==> config.mk <==
export PLATFORM = sky130hd
export DESIGN_NAME = frame_buf_reader_flat
export DESIGN_NICKNAME = d
export VERILOG_FILES = /design/src/rtl/frame_buf_reader_if.sv /design/src/rtl/frame_buf_reader.sv /design/src/flat_wrapper.sv
export SDC_FILE = /design/constraint.sdc
export NUM_CORES = 1
export LEC_CHECK = 0
export CAP_MARGIN = 40
export CELL_PAD_IN_SITES_DETAIL_PLACEMENT = 1
export CELL_PAD_IN_SITES_GLOBAL_PLACEMENT = 2
export CORE_UTILIZATION = 40
export CTS_CLUSTER_DIAMETER = 200
export CTS_CLUSTER_SIZE = 10
export DETAILED_ROUTE_END_ITERATION = 8
export DONT_BUFFER_PORTS = 1
export PLACE_DENSITY = 0.81
export SLEW_MARGIN = 30
export SYNTH_ARGS = -nofsm -noshare
export SYNTH_HDL_FRONTEND = slang
export SYNTH_SLANG_ARGS = --single-unit
export TNS_END_PERCENT = 50
==> constraint.sdc <==
create_clock -name clk -period 3.7 [get_ports clk]
set_input_delay 0.74 -clock clk [delete_from_list [all_inputs] [get_ports clk]]
set_output_delay 0.74 -clock clk [all_outputs]
set_load 0.01 [all_outputs]
**Run 1: the clock network**

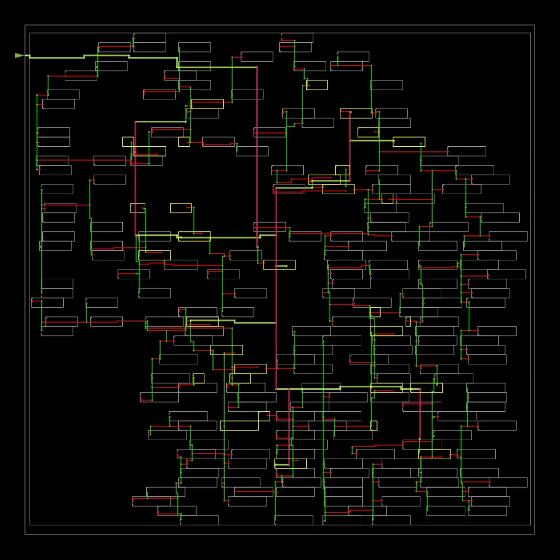
Clock Power: 1.86 mW
CTS sink count: 198
skew final: 0.00908 ns
CTS Buf Count: 17

**Run 1: the metal 4 layer**

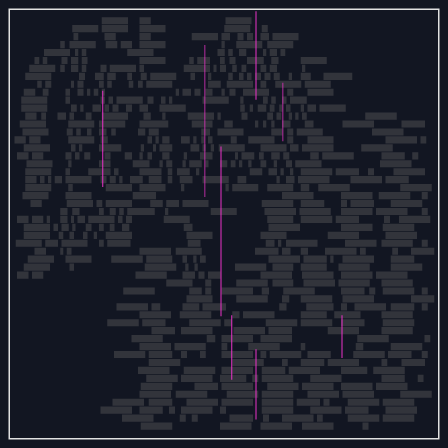
The layer holds 1.5% of the routed length. The longest straight run is 57.8 µm. The layer carries 252 µm of wire.
routed via count: 4,572
routed wire length: 17,300 µm

**Run 1: routed clock nets over the placement**

Bar = 50 µm.
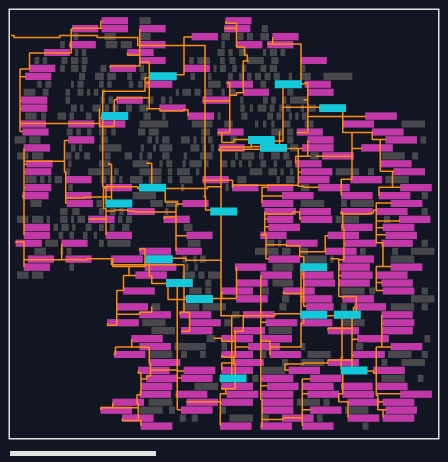
flip-flops: marked magenta, count 198. clock drivers: marked cyan, count 17. clock wires: marked orange, length 2,260 µm.
There are 18 routed clock nets. Position of the flops: widely spread.
clk latency late pin: 0.43 ns
Clk network pwr share: 0.271

==> out/qor.csv, run 1 <==
metric,value,unit
status,completed,
pin_count,93,
top_cell,edfxtp_1,
ys_types,43,
synthCells,545,
p_switching,2.31,mW
initCoreUtil,0.410,
grt_pass1_vias,5057,
syn_nets,600,
top_layer,met4,
crit_chain,inv_1 > ha_1 > inv_1 > ha_1 > inv_1 > ha_1 > a21oi_1 > nand2_2 > a21oi_1 > ha_1 > nand4bb_4 > nor4_4 > mux2i_4 > or3_1 > a21oi_1,
arrival,3.85,ns
wl_per_cell,20.5,µm
dieArea,21500,µm²
cap_violations,0,
finalPower,6.86,mW
finalWorstSetupSlack,0.200,ns
maxPowerGroup,registers,
synth_top_cell_by_area,edfxtp_1,
nFillCells,1973,
cts_resized,0,
drtIter0Drc,242,
syn_area,8350,µm²
area_growth,13.1,%
p_sw_frac,0.336,
edf_count,128,
route.met3.wl,1020,µm
crit_type,reg2reg,
portBuffers,0,
worstMarginPinSlew,0.697,ns
yosys-stat-area,8350,µm²
dp.cells,807,
fin_crit_sh,0.946,
postCtsSetupRepairBufs,0,
finalSetupViolCount,0,
power.density,727,nW/µm²
cp.depth,15,
async_flop_share,0.354,
viasPerCell,5.41,
tritoncts,yes,
wl_met2,8960,µm
grt_first_pass_wirelength,28300,µm
nets,617,
track_usage,0.173,
antenna_found_initial,0,
drv_slew,0,
rows,52,
grt-ovfl-total,0,
fin_tns_setup,0,ns
final_util,0.464,
synth_seq_share,0.670,
core-area,20400,µm²
drive_above_1_share,0.190,
cp-end-kind,flip-flop,
worstPathRequired,4.05,ns
fp.dieH,146,µm
top_cells_by_area,"edfxtp_1 46%, dfrtp_1 21%, mux4_2 8.6%",
common_cells,"128 x edfxtp_1, 69 x dfrtp_1, 37 x and2_1",
fmax,286,MHz
ant_nets,0,
pwr-share-seq,0.416,
cts.clk_slew.worst_paths,0.07,ns
rsz0062_at_grt,true,
drc,0,
cts.htree.levels,4,
start_kind,flip-flop,
stdcell_count,845,
slew_headroom,0.535,
slowest_delay,0.58,ns
p_comb_frac,0.313,
grt_max_degree,70,
yosysTopAreaCellShare,0.460,
ys_seq_elements,198,
dr.pass1.iters,4,
largest_reg_flops,128,
hold_viol,0,
antenna_cells,0,
ctsHoldBuffers,1,
place_ws,0.0487,ns
path_max_fanout,6,
powerSeq,2.85,mW
die_width,146,µm
dp_hpwl,11200,µm
place_congestion,0.748,
openroad.warnings,33,
hold_class,in2async,
fin_hold_ws,0.145,ns
critPathTopFamily,simple AND/OR/NAND/NOR gates,
final_area,9440,µm²
p_int,4.56,mW
cpMostUsedCell,ha_1,
ys.flop_type,edfxtp_1,
crit_path_top_delay_cell,dfstp_2,
place_area,8740,µm²
[run 1: per-layer routing]
metal	up-vias	GRT usage
li1	2087	-
met1	2371	0.204
met2	93	0.298
met3	21	0.0525
met4	0	0.0620
met5	-	0
[run 1: area by class of cell]
cell class / instances / area (µm²) / area share
Sequential cell: 198 / 5600 / 0.593
Clock buffer: 17 / 425 / 0.0451
Tap cell: 270 / 338 / 0.0358
Clock inverter: 15 / 178 / 0.0188
Multi-Input combinational cell: 301 / 2630 / 0.278
Inverter: 25 / 93.8 / 0.00994
Timing Repair Buffer: 19 / 185 / 0.0196
[run 1: placed cells by master (no fill, tap or decap), types with 2 or more instances in the layout]
| cell type | count |
|---|---|
| mux4_2 | 32 |
| o211ai_1 | 2 |
| inv_8 | 2 |
| nand4_1 | 11 |
| nand2_1 | 25 |
| mux2i_1 | 2 |
| ha_1 | 18 |
| or3_1 | 17 |
| clkbuf_16 | 17 |
| inv_1 | 25 |
| inv_6 | 5 |
| buf_12 | 2 |
| nor2_1 | 11 |
| xnor2_1 | 10 |
| or4_1 | 5 |
| xor2_1 | 6 |
| nor3_1 | 6 |
| and3_1 | 5 |
| a21oi_1 | 20 |
| edfxtp_1 | 128 |
| buf_4 | 15 |
| o31ai_1 | 6 |
| mux2_2 | 17 |
| nand3_1 | 18 |
| dfrtp_1 | 68 |
| o21ai_0 | 25 |
| and4_1 | 3 |
| and2_1 | 37 |
| clkinv_8 | 4 |
| nor4_4 | 3 |
| mux2i_4 | 2 |
| nor4_1 | 6 |
[run 1: kinds of logic after synthesis]
logic type               synth area share
AND-OR/OR-AND                      0.0379
XOR/XNOR                           0.0168
adder cells (fa/ha/maj)            0.0294
buffers and inverters              0.0225
flip-flops                          0.670
multiplexers                        0.114
AND/OR/NAND/NOR                     0.109
==> run 2, diff against run 1 <==
- CTS_BUF_LIST: not set -> sky130_fd_sc_hd__clkbuf_8
**Run 2: placed cells, one color a class**

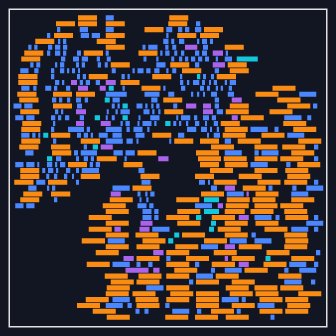
flops: marked orange, cells 198. other buffers and delay cells: marked cyan, cells 19. combinational and other logic: marked blue, cells 326. clock drivers and dummy loads: marked purple, cells 32.
Rows: 52
final instance area: 9260 µm²
final core utilization: 0.454

==> run 2 against run 1 <==
Clock-buffer cell count did not move. Synthesized cell count did not move. Sequential share of layout area rose by 1.2 points. Clock skew is 0.0085 ns higher. Critical endpoint is now u_core.bus.rd_addr[17]. Largest cell class unchanged. Largest power group unchanged.
==> out/qor.csv, run 2 <==
metric,value,unit
status,completed,
yosysTopAreaCellShare,0.460,
powerSeq,2.85,mW
edf_count,128,
clk_path_buf_depth,2,
common_cells,"128 x edfxtp_1, 69 x dfrtp_1, 37 x and2_1",
worstMarginPinSlew,0.714,ns
pwr-share-seq,0.445,
crit_path_top_delay_cell,dfstp_2,
cts_inserted_buffers,17,
clock_latency,0.47,ns
synth_top_cell_by_area,edfxtp_1,
grt_use_met1,0.202,
cts.sinks,198,
clockPowerShare,0.219,
grt_max_degree,70,
cts.htree.levels,4,
openroad.warnings,32,
fin_crit_sh,0.942,
path_max_fanout,7,
track_usage,0.169,
syn_avg_cell_area,15.3,µm²
vias,4514,
ant_nets,0,
initCoreUtil,0.410,
ys_types,43,
hold_viol,0,
drc,0,
dp_hpwl,11200,µm
finalCriticalPeriod,3.48,ns
p_comb_frac,0.337,
met3_usage,0.0513,
dieArea,21500,µm²
slowest_delay,0.59,ns
area_growth,10.9,%
start_kind,flip-flop,
slew_headroom,0.524,
drv_slew,0,
place_ws,0.0487,ns
comb-power,2.16,mW
cap_violations,0,
dp.cells,807,
crit_chain,inv_1 > ha_1 > inv_1 > ha_1 > inv_1 > ha_1 > a21oi_2 > nand2_2 > a21oi_1 > ha_1 > nand4bb_4 > nor4_4 > mux2i_4 > buf_4 > mux2_1,
nets,617,
core-area,20400,µm²
syn_area,8350,µm²
fmax,287,MHz
portBuffers,0,
place_congestion,0.748,
die_width,146,µm
tritoncts,yes,
dr.pass1.iters,4,
ys.flop_type,edfxtp_1,
cpMostUsedCell,ha_1,
cts.clk_slew.worst_paths,0.11,ns
power.density,693,nW/µm²
fin_tns_setup,0,ns
synth_seq_share,0.670,
worstPathRequired,4.06,ns
top_cell,edfxtp_1,
rsz0062_at_grt,false,
arrival,3.85,ns
maxPowerGroup,registers,
top_usage_layer,met2,
vdd_ir_drop_max,0.000248,V
antenna_cells,0,
finalPower,6.41,mW
synthCells,545,
leakagePower,3.37,nW
fp.dieH,146,µm
async_flop_share,0.354,
syn_nets,600,
cp-end-kind,flip-flop,
grt_first_pass_wirelength,27700,µm
grtUsageMet2,0.291,
wl,16900,µm
cts_root_buffer,clkbuf_8,
viasPerCell,5.34,
wl_per_cell,20.0,µm
p_switching,2.25,mW
r2r_setup_slack,0.22,ns
grt_pass1_vias,5047,
p_int,4.16,mW
powerClk,1.40,mW
top_cells_by_area,"edfxtp_1 46%, dfrtp_1 21%, mux4_2 8.6%",
pin_count,93,
yosys-stat-area,8350,µm²
hold_class,in2async,
finalSetupViolCount,0,
antenna_found_initial,0,
layout_top_cell,edfxtp_1,
ys_cells,545,
largest_reg_flops,128,
lay_top_cells,"128 x edfxtp_1, 68 x dfrtp_1, 37 x and2_1",
grt-ovfl-total,0,
stdcell_count,845,
drtIter0Drc,239,
crit_type,reg2reg,
ff2ff_path_depth,15,
ys_seq_elements,198,
p_sw_frac,0.351,
skew,0.0175,ns
drive_above_1_share,0.191,
yosys_warnings,0,
finalWorstSetupSlack,0.216,ns
-- run 2: cell counts after synthesis --
Identical to the previous run, type by type.
-- run 2: kinds of logic (layout without fill, tap and decap cells) --
| group | Yosys count | in the layout | synth area share |
|---|---|---|---|
| buf+inv | 47 | 76 | 0.0225 |
| flops | 198 | 198 | 0.670 |
| mux | 53 | 54 | 0.114 |
| compound gates | 57 | 57 | 0.0379 |
| fa+ha+maj | 19 | 19 | 0.0294 |
| simple gates | 155 | 155 | 0.109 |
| xor+xnor | 16 | 16 | 0.0168 |
-- run 2: what timing repair did --
item	CTS	global route
buffers inserted	0	3
hold buffers	1	0
gates resized	0	6
hold endpoints to repair	69	0
endpoints found under the setup margin	0	34
-- run 2: area by class of cell --
class	count	area, µm²
well taps	270	338
clock inverters	15	178
fillers	2001	11100
clock buffers	17	234
inverters	25	93.8
flip-flops and latches	198	5600
repair buffers	19	185
multi-input cells	301	2630
-- run 2: stage by stage --
step                      hold slack [ns]   util  cell area, µm²
after global routing               0.0658  0.454            9260
final                               0.109  0.454            9260
after floorplan                     0.357      -            8350
after detailed placement            0.374  0.429            8740
after CTS                          0.0722  0.451            9180
after global placement              0.370  0.429            8740
-- run 2: critical path, delay by kind of cell (launching register included) --
kind / cells / cell delay (ns)
flip-flops: 1 / 0.59
adder cells (fa/ha/maj): 4 / 0.86
multiplexers: 2 / 0.47
buffers and inverters: 4 / 0.38
AND-OR/OR-AND: 2 / 0.34
AND/OR/NAND/NOR: 3 / 0.73
-- run 2: routing by layer --
| metal | vias to the layer above | wire length (µm) |
|---|---|---|
| li1 | 2093 | - |
| met1 | 2316 | 7080 |
| met2 | 87 | 8710 |
| met3 | 18 | 913 |
| met4 | 0 | 206 |
| met5 | - | 0 |
No activity file was given, so power comes from the tool's default toggle rates.
